<file path="src/rtl/mem_access_unit.sv">
// mem_access_unit: pipeline memory stage that issues one data-memory access per instruction,
// stalls upstream until it completes, and qualifies the register writeback.
module mem_access_unit #(
    parameter int TIMEOUT = 16
) (
    input  logic        clk,
    input  logic        rst,
    input  logic [31:0] alu_res_i,
    input  logic [31:0] rt_data_i,
    input  logic [4:0]  rd_i,
    input  logic        mem_en_i,
    input  logic        mem_r_i,
    input  logic        reg_en_i,
    input  logic        reg_sel_i,
    input  logic        clear_i,
    output logic        dmem_req_o,
    output logic        dmem_we_o,
    output logic [31:0] dmem_addr_o,
    output logic [31:0] dmem_wdata_o,
    input  logic        dmem_ack_i,
    input  logic [31:0] dmem_rdata_i,
    output logic        stall_o,
    output logic [31:0] wb_data_o,
    output logic        wb_reg_en_o,
    output logic [4:0]  wb_rd_o,
    output logic        misalign_o,
    output logic        timeout_o
);
    typedef enum logic [1:0] {IDLE, WAIT, DONE} state_t;

    state_t      state;
    logic [4:0]  cnt;
    logic        kill;
    logic        we_q;
    logic [31:0] addr_q;
    logic [31:0] wdata_q;
    logic [31:0] rdata_q;
    logic        want;
    logic        candidate;
    logic        access;
    logic        misaligned;
    logic        expire;

    assign want       = mem_en_i | mem_r_i;
    // rst gating keeps stall/misalign low immediately while reset is held
    assign candidate  = rst & (state == IDLE) & want & ~clear_i;
    assign access     = candidate & (alu_res_i[1:0] == 2'b00);
    assign misaligned = candidate & (alu_res_i[1:0] != 2'b00);
    assign expire     = (state == WAIT) & ~dmem_ack_i & (cnt == 5'(TIMEOUT - 1));

    always_ff @(posedge clk or negedge rst) begin
        if (!rst) begin
            state   <= IDLE;
            cnt     <= '0;
            kill    <= 1'b0;
            we_q    <= 1'b0;
            addr_q  <= '0;
            wdata_q <= '0;
            rdata_q <= '0;
        end else begin
            case (state)
                IDLE: begin
                    cnt  <= '0;
                    kill <= 1'b0;
                    if (access) begin
                        addr_q  <= alu_res_i;
                        wdata_q <= rt_data_i;
                        we_q    <= mem_en_i;
                        state   <= WAIT;
                    end
                end
                WAIT: begin
                    // a flush never cancels the bus cycle, it only suppresses writeback
                    if (clear_i) kill <= 1'b1;
                    if (dmem_ack_i) begin
                        rdata_q <= dmem_rdata_i;
                        state   <= DONE;
                    end else if (expire) begin
                        kill  <= 1'b1;
                        state <= DONE;
                    end else begin
                        cnt <= cnt + 5'd1;
                    end
                end
                DONE: begin
                    kill  <= 1'b0;
                    state <= IDLE;
                end
                default: state <= IDLE;
            endcase
        end
    end

    assign dmem_req_o   = state == WAIT;
    assign dmem_we_o    = we_q;
    assign dmem_addr_o  = addr_q;
    assign dmem_wdata_o = wdata_q;
    assign stall_o      = access | (state == WAIT);
    assign misalign_o   = misaligned;
    assign timeout_o    = expire;
    assign wb_data_o    = (reg_sel_i & mem_r_i & ~mem_en_i) ? rdata_q : alu_res_i;
    assign wb_reg_en_o  = reg_en_i & ~clear_i & ~kill & ~misaligned;
    assign wb_rd_o      = rd_i;
endmodule

</file>
<file path="config.mk">
export PLATFORM = sky130hd
export DESIGN_NAME = mem_access_unit
export DESIGN_NICKNAME = d
export VERILOG_FILES = /design/src/rtl/mem_access_unit.sv
export SDC_FILE = /design/constraint.sdc
export NUM_CORES = 1
export LEC_CHECK = 0
export CORE_MARGIN = 3
export CORE_UTILIZATION = 37
export CTS_CLUSTER_DIAMETER = 120
export DETAILED_ROUTE_END_ITERATION = 10
export PLACE_DENSITY = 0.76
export SYNTH_ARGS = -nofsm -noshare
export SYNTH_HDL_FRONTEND = slang
export SYNTH_SLANG_ARGS = --single-unit
</file>
<file path="constraint.sdc">
create_clock -name clk -period 2.1 [get_ports clk]
set_input_delay 0.21 -clock clk [delete_from_list [all_inputs] [get_ports clk]]
set_output_delay 0.21 -clock clk [all_outputs]
set_load 0.005 [all_outputs]
</file>
==> summary.txt <==
yosys + openroad results -> Peak supply drop about 0.56 mV, Ant. Diodes 0, gpl congestion 0.799, Post-synth EDFFs 0, Unique cell types 32, asr flop ratio synth 100%, Total Routing Usage GR 18.0%, fin crit share 101%, DP HPWL 9070 µm, Crit Path Category in2out, final setup vio count 1, total gr overflow 0, Design Area, Final a little over 7000 µm², initial antenna violation count 0, first-pass detailed-route iteration total 4, fmax 473 MHz, Layout fillers 950, Die H 117 µm, Yosys Chip Area around 4600 µm², post-route ant nets 0, final core occ 61.9%, status finished, violations left, Max-slew headroom 48.1%, Area Growth Syn to Fin 59.3%, drt wl/cell 17.6 µm, RSZ-0062 raised after global routing yes, critical path startpoint category input pin, failing checks negative setup slack, pwr dens roughly 860 nW/µm², top_reg_cell synth dfrtp_1, Ports about 220, Num CTS Buffers 9, worst-margin pin slew 0.778 ns, first-pass GRT wire length 18700 µm, Crit path top cell by count clkdlybuf4s50_1, average cell area after synthesis 15.5 µm², crit path time final 2.11 ns, Synth Instances between 200 and 300, PnR worst setup slack -0.0142 ns, synthesized area 4570 µm², CP delay by family, top buffers and inverters, Worst Path Required 1.89 ns, final WL 12100 µm, die width approximately 120 µm, cell count listed in synth_stat.txt 294, 1st-iter DRT viols around 86, core area between 10000 and 15000 µm², max cap viols 0, Hold Path Class in2out, most frequent cells in the layout clkdlybuf4s50_1 (171), dfrtp_1 (105), mux2_2 (101), CP bufs+invs 4, vias per cell between 4 and 5, vias in the first global route 3482, TritonCTS clock tree built
-- where the power goes --
part           switching, µW  internal, µW
registers                264          2530
clock network            743           959
logic                    475          1260
-- synth_stat cells (2+ instances only) --
cell	n	area (µm²)
mux2_4	26	390
ha_1	2	25.0
a21oi_1	2	10.0
buf_6	4	45.0
nand3b_1	2	15.0
buf_2	7	35.0
inv_1	3	11.3
nor2_1	6	22.5
and2_1	2	12.5
mux2_2	101	1140
o21ai_0	4	20.0
dfrtp_1	105	2630
nand2b_1	3	18.8
buf_4	5	37.5
clkbuf_1	2	7.51
nand2_1	4	15.0
-- kinds of logic after synthesis --
family / synth area share [%]
muxes: 33.4
DFF: 57.5
and+or+nand+nor: 3.83
buffers and inverters: 3.07
AOI/OAI and AO/OA: 1.59
adders and majority gates: 0.548
-- final timing paths --
check,startpoint,to,cells after the start
max in group asynchronous,rst,dmem_addr_o[1]$_DFFE_PN0P_,4
setup / recovery,mem_en_i,wb_data_o[2],6
hold / removal,rd_i[0],wb_rd_o[0],0
setup reg to reg,cnt[0]$_DFFE_PN0P_,cnt[3]$_DFFE_PN0P_,6
min in group asynchronous,rst,cnt[3]$_DFFE_PN0P_,3
hold reg to reg,dmem_addr_o[1]$_DFFE_PN0P_,dmem_addr_o[1]$_DFFE_PN0P_,1
-- timing repair --
| action | in CTS | in global routing |
|---|---|---|
| gates cloned | 1 | 0 |
| endpoints found under the setup margin | 36 | 12 |
| hold buffers | 1 | 0 |
| endpoints found under the hold margin | 42 | 0 |
| pin swaps | 1 | 2 |
| resized | 28 | 11 |
| setup buffers | 4 | 1 |
-- final cells by class --
cell class                 instances  area, µm²  share of cell area [%]
clock buffer                      10        239                    3.28
clock inverter                     6       66.3                   0.911
inverter                           3       11.3                   0.155
multi-input combinational        167       1810                    24.9
sequential                       105       2630                    36.1
tap                              164        205                    2.82
timing repair buffer             230       2320                    31.9
-- stage by stage --
stage / worst slack, ns / total power [µW] / instances
finish: -0.0142 / 6230 / 685
global route: -0.0759 / 6580 / 685
CTS: -0.0193 / 6340 / 684
detailed placement: -0.0854 / 4620 / 662
global placement: -0.0852 / 4560 / 662
floorplan: 0.0871 / 3460 / 294
-- sequential cells by signal, indices dropped and copies added (netlist names) --
signal	cells
state	2
kill	1
rdata_q	32
dmem_wdata_o	32
dmem_we_o	1
dmem_addr_o	32
cnt	5
-- metal layers --
metal | track usage [%] | vias to the layer above | share of wire, %
li1 | - | 1493 | -
met1 | 21.2 | 1578 | 39
met2 | 30.3 | 119 | 50
met3 | 7.20 | 21 | 8.6
met4 | 5.43 | 0 | 2.2
met5 | 0 | - | 0
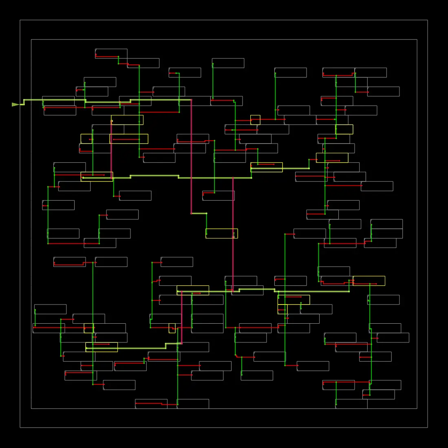
(images/final_clocks.png)
clock buffers: 10
Clock Skews: 0.00363 ns
clock group total power: 1700 µW

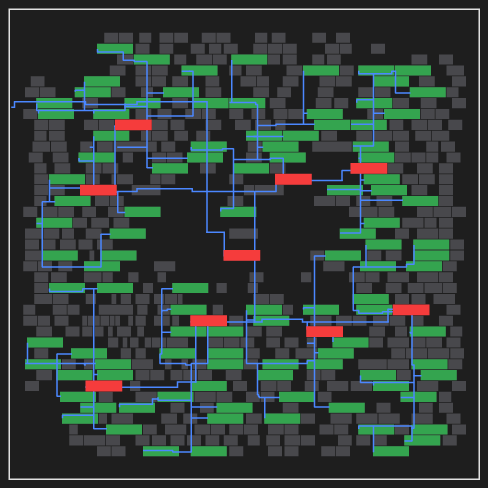
(images/clock_map.png)
Drawn at 4 px/µm.
- flip-flops: green (count 105)
- clock wires: blue (length 1250 µm)
- cells driving clock nets: red (count 9)
- routed clock nets: 10
clock share of power: 27.3%
clk ins delay skew pair: 0.34 ns

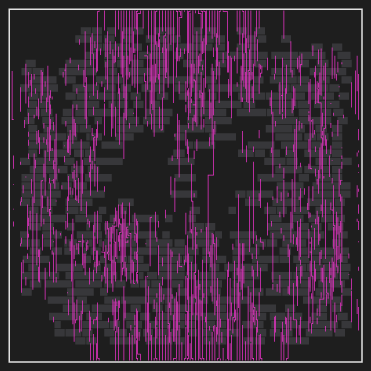
(images/met2.png)
Drawn at 3 px/µm. Cells faint in the background.
- nets with wire on the layer: 586
- share of all routed wire: 50%
- main direction: vertical

No activity file was given, so power comes from the tool's default toggle rates.
